===== src/rtl/ps2_keyboard.sv =====
// PS/2 device-to-host receiver: synchronises the raw pins, deframes 11-bit frames
// and buffers good bytes in a first-word fall-through FIFO for the CPU.
//
// state    | meaning
// S_IDLE   | waiting for a start bit (data low on a falling edge)
// S_DATA   | shifting in 8 data bits, LSB first
// S_PARITY | capturing the odd-parity bit
// S_STOP   | checking stop bit and parity, pushing or flagging the byte
module ps2_keyboard #(
    parameter int FIFO_DEPTH     = 8,
    parameter int TIMEOUT_CYCLES = 50000
) (
    input  logic       clock,
    input  logic       reset,
    input  logic       ps2_clk,
    input  logic       ps2_data,
    input  logic       rd_en,
    input  logic       clr_err,
    output logic [7:0] data,
    output logic       ready,
    output logic       overflow,
    output logic       frame_err
);
    localparam int AW = $clog2(FIFO_DEPTH);
    localparam int TW = $clog2(TIMEOUT_CYCLES + 1);
    localparam logic [TW-1:0] TO_LAST = TW'(TIMEOUT_CYCLES - 1);

    typedef enum logic [1:0] {
        S_IDLE,
        S_DATA,
        S_PARITY,
        S_STOP
    } state_t;

    logic          clk_meta_q,  clk_meta_d;
    logic          clk_sync_q,  clk_sync_d;
    logic          clk_prev_q,  clk_prev_d;
    logic          data_meta_q, data_meta_d;
    logic          data_sync_q, data_sync_d;

    state_t        state_q,     state_d;
    logic [2:0]    bit_cnt_q,   bit_cnt_d;
    logic [7:0]    shift_q,     shift_d;
    logic          parity_q,    parity_d;
    logic [TW-1:0] timer_q,     timer_d;

    logic [AW:0]   wr_ptr_q,    wr_ptr_d;
    logic [AW:0]   rd_ptr_q,    rd_ptr_d;
    logic          overflow_q,  overflow_d;
    logic          frame_err_q, frame_err_d;
    logic [7:0]    mem_q [FIFO_DEPTH];

    logic          fall;
    logic          frame_ok;
    logic          frame_bad;
    logic          empty;
    logic          full;
    logic          do_pop;
    logic          do_push;

    always_comb begin
        clk_meta_d  = ps2_clk;
        clk_sync_d  = clk_meta_q;
        clk_prev_d  = clk_sync_q;
        data_meta_d = ps2_data;
        data_sync_d = data_meta_q;
        fall        = clk_prev_q & ~clk_sync_q;
    end

    always_comb begin
        state_d   = state_q;
        bit_cnt_d = bit_cnt_q;
        shift_d   = shift_q;
        parity_d  = parity_q;
        timer_d   = timer_q;
        frame_ok  = 1'b0;
        frame_bad = 1'b0;

        if (fall) begin
            timer_d = '0;
            case (state_q)
                S_IDLE: begin
                    if (!data_sync_q) begin
                        state_d   = S_DATA;
                        bit_cnt_d = '0;
                    end
                end
                S_DATA: begin
                    shift_d   = {data_sync_q, shift_q[7:1]};
                    bit_cnt_d = bit_cnt_q + 3'd1;
                    if (bit_cnt_q == 3'd7) begin
                        state_d = S_PARITY;
                    end
                end
                S_PARITY: begin
                    parity_d = data_sync_q;
                    state_d  = S_STOP;
                end
                S_STOP: begin
                    state_d = S_IDLE;
                    if (data_sync_q && ((^shift_q) ^ parity_q)) begin
                        frame_ok = 1'b1;
                    end else begin
                        frame_bad = 1'b1;
                    end
                end
                default: state_d = S_IDLE;
            endcase
        end else if (state_q == S_IDLE) begin
            timer_d = '0;
        end else if (timer_q == TO_LAST) begin
            // Abandon a stalled partial frame silently; the device will resend.
            state_d = S_IDLE;
            timer_d = '0;
        end else begin
            timer_d = timer_q + TW'(1);
        end
    end

    always_comb begin
        empty   = (wr_ptr_q == rd_ptr_q);
        full    = (wr_ptr_q[AW] != rd_ptr_q[AW]) &&
                  (wr_ptr_q[AW-1:0] == rd_ptr_q[AW-1:0]);
        do_pop  = rd_en && !empty;
        // A pop in the same cycle frees the slot a full FIFO needs.
        do_push = frame_ok && (!full || do_pop);

        wr_ptr_d = do_push ? wr_ptr_q + (AW+1)'(1) : wr_ptr_q;
        rd_ptr_d = do_pop  ? rd_ptr_q + (AW+1)'(1) : rd_ptr_q;

        overflow_d  = (overflow_q  & ~clr_err) | (frame_ok & full & ~do_pop);
        frame_err_d = (frame_err_q & ~clr_err) | frame_bad;
    end

    always_ff @(posedge clock) begin
        if (reset) begin
            clk_meta_q  <= 1'b1;
            clk_sync_q  <= 1'b1;
            clk_prev_q  <= 1'b1;
            data_meta_q <= 1'b1;
            data_sync_q <= 1'b1;
            state_q     <= S_IDLE;
            bit_cnt_q   <= '0;
            shift_q     <= '0;
            parity_q    <= 1'b0;
            timer_q     <= '0;
            wr_ptr_q    <= '0;
            rd_ptr_q    <= '0;
            overflow_q  <= 1'b0;
            frame_err_q <= 1'b0;
        end else begin
            clk_meta_q  <= clk_meta_d;
            clk_sync_q  <= clk_sync_d;
            clk_prev_q  <= clk_prev_d;
            data_meta_q <= data_meta_d;
            data_sync_q <= data_sync_d;
            state_q     <= state_d;
            bit_cnt_q   <= bit_cnt_d;
            shift_q     <= shift_d;
            parity_q    <= parity_d;
            timer_q     <= timer_d;
            wr_ptr_q    <= wr_ptr_d;
            rd_ptr_q    <= rd_ptr_d;
            overflow_q  <= overflow_d;
            frame_err_q <= frame_err_d;
        end
    end

    // Storage needs no reset: the head is masked to zero while the FIFO is empty.
    always_ff @(posedge clock) begin
        if (do_push && !reset) begin
            mem_q[wr_ptr_q[AW-1:0]] <= shift_q;
        end
    end

    assign data      = empty ? 8'h00 : mem_q[rd_ptr_q[AW-1:0]];
    assign ready     = !empty;
    assign overflow  = overflow_q;
    assign frame_err = frame_err_q;

endmodule


===== config.mk =====
export PLATFORM = sky130hd
export DESIGN_NAME = ps2_keyboard
export DESIGN_NICKNAME = d
export VERILOG_FILES = /design/src/rtl/ps2_keyboard.sv
export SDC_FILE = /design/constraint.sdc
export NUM_CORES = 1
export LEC_CHECK = 0
export ABC_AREA = 1
export CAP_MARGIN = 30
export CORE_MARGIN = 4
export CORE_UTILIZATION = 35
export CTS_BUF_LIST = sky130_fd_sc_hd__clkbuf_16
export DETAILED_ROUTE_END_ITERATION = 12
export GPL_ROUTABILITY_DRIVEN = 0
export GPL_TIMING_DRIVEN = 0
export PLACE_DENSITY = 0.6
export REMOVE_ABC_BUFFERS = 1
export SYNTH_ARGS = -nofsm -noshare
export SYNTH_HDL_FRONTEND = slang
export SYNTH_SLANG_ARGS = --single-unit

===== constraint.sdc =====
create_clock -name clock -period 1.94 [get_ports clock]
set_input_delay 0.388 -clock clock [delete_from_list [all_inputs] [get_ports clock]]
set_output_delay 0.388 -clock clock [all_outputs]
set_load 0.02 [all_outputs]

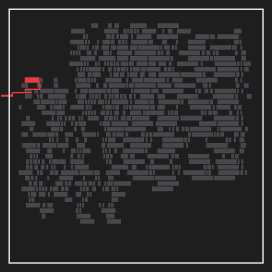
(I/O nets highlighted)
Drawn at 2 px/um.
Red stands for `overflow`, bits 1, direction output, end cells 1, buffers 1, wire 24.1 um.
I/O pin count: 17
PortBufs: 16

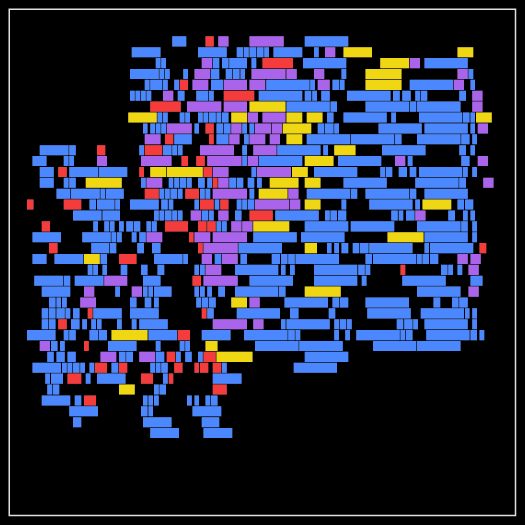
(sizing map)
Drawn at 4 px/um.
Yellow stands for x6 and larger, cells 34. Red stands for x2, cells 52. Blue stands for x1 and smaller, cells 422. Purple stands for x3 and x4, cells 75.

==> qor.csv <==
metric,value,unit
fp-row-count,42,
cts-htree-levels,3,
violations,negative setup slack,
synth_top_cell_by_count,nor2_1,
reg2reg_slack,-0.05,ns
synth_top_area_share,0.393,
ys_seq_share,0.590,
cp_max_fo,17,
worst_slack,-0.240,ns
fp.dieH,126,um
fmax,459,MHz
slew_violations,0,
common_cells,"86 x nor2_1, 67 x nand2_1, 64 x edfxtp_1",
fp.coreArea,0.0135,mm2
vdd_drop_max,0.523,mV
ys.warnings.count,0,
critical_path_class,register to primary output,
synthCells,517,
ant_nets,0,
cts.clk_slew.worst_paths,0.08,ns
syn2layout_area_growth,27.9,%
antenna_found_initial,0,
vias,3662,
initCoreUtil,0.363,
warning_count,30,
p_leak,2.20,nW
yosys_area,0.00489,mm2
yosys_cells,517,
firstDrtPassIters,4,
numSynthFlops,112,
dieWidth,126,um
cp.arrival,1.79,ns
layoutNonFillerInstCount,759,
crit_path_start_kind,register,
worstHoldPathCells,1,
yosysUniqueCellTypes,35,
report.final.setup_viol,51,
finalNetCount,593,
status,"complete, but fails checks",
grt_max_degree,21,
overflow,0,
dp_cells,697,
reg2reg_depth,10,
wl_per_cell,14.2,um
[routing by layer]
metal  track usage  wire, um  vias to the layer above
met2         0.240      5460                       73
met5             0         0                        -
met1         0.166      4560                     1700
li1              -         -                     1879
met4        0.0328       128                        0
met3        0.0415       597                       10
[power breakdown]
group	switching, mW	leakage (nW)	internal, mW
Combinational	0.316	1.13	0.231
Clock	0.891	0.155	0.983
Sequential	0.0278	0.918	2.48
[layout by cell type (no fill, tap or decap), types with 3 or more instances in the layout]
master            n
nor2_1           75
edfxtp_1         64
nand2_1          59
o21ai_0          56
inv_1            39
buf_4            36
dfxtp_1          33
a21oi_1          24
nor2_4           14
nand3_1          14
nand2_2          12
dfxtp_4          12
inv_2            11
a31oi_1          10
clkbuf_16        10
buf_6            10
ha_1              9
o22ai_1           8
buf_12            8
o21ai_1           7
nand4_1           7
clkdlybuf4s50_1   6
nor3_4            5
a21oi_2           5
or2_2             5
xor2_1            4
clkinvlp_4        4
nor2_2            3
nand3_2           3
nor3_1            3
inv_8             3
dfxtp_2           3
[area by class of cell]
| type | count | area (um2) |
|---|---|---|
| clock buffers | 10 | 250 |
| clock inverters | 6 | 55.1 |
| fillers | 1264 | 7200 |
| inverters | 53 | 215 |
| multi-input cells | 336 | 1930 |
| flip-flops and latches | 112 | 2930 |
| well taps | 176 | 220 |
| repair buffers | 64 | 637 |
| repair inverters | 2 | 12.5 |
[cells by family (layout without fill, tap and decap cells)]
family	after synthesis	in the layout	synth area share
AOI/OAI and AO/OA	111	111	0.124
xor gates and xnor gates	7	7	0.0125
DFF	112	112	0.590
adders and majority gates	9	9	0.0230
buffers and inverters	69	135	0.0548
and+or+nand+nor	209	209	0.196
[per-stage QoR]
step	util	instance area [um2]	total power, mW
floorplan	-	4820	2.83
finish	0.464	6250	4.93
global route	0.464	6250	5.16
detailed placement	0.390	5240	3.03
global placement	0.386	5200	3.02
CTS	0.451	6060	4.98
[state kept, by name, summed over array words and instances (netlist names), named ones only]
signal	flops
bit_cnt_q	3
clk_meta_q	1
clk_prev_d	1
clk_prev_q	1
data_meta_q	1
data_sync_q	1
frame_err	1
mem_q	64
overflow	1
parity_q	1
rd_ptr_q	4
shift_q	8
state_q	2
timer_q	16
wr_ptr_q	4
[worst max-delay path: stages (launching register included)]
cell,delay [ns]
dfxtp_4,0.43
buf_8,0.18
o21ai_0,0.11
o22ai_1,0.23
o21ai_1,0.11
a31oi_1,0.18
buf_2,0.19
[how the worst max path moves through the flow]
stage                     start           to  slack [ns]
finish                 register      data[2]       -0.24
floorplan              register      data[0]       -0.24
detailed placement        reset  mem_q[4][1]       -1.26
CTS                 wr_ptr_q[1]      data[0]       -0.22
global placement          reset  mem_q[2][1]       -1.74
global route        wr_ptr_q[1]      data[0]       -0.35
[repair_timing]
item	in CTS	in global routing
pin swaps	9	25
gates cloned	2	0
resized	118	32
setup buffers	33	11
setup endpoints to repair	78	79
Power and IR drop assume default switching activity.
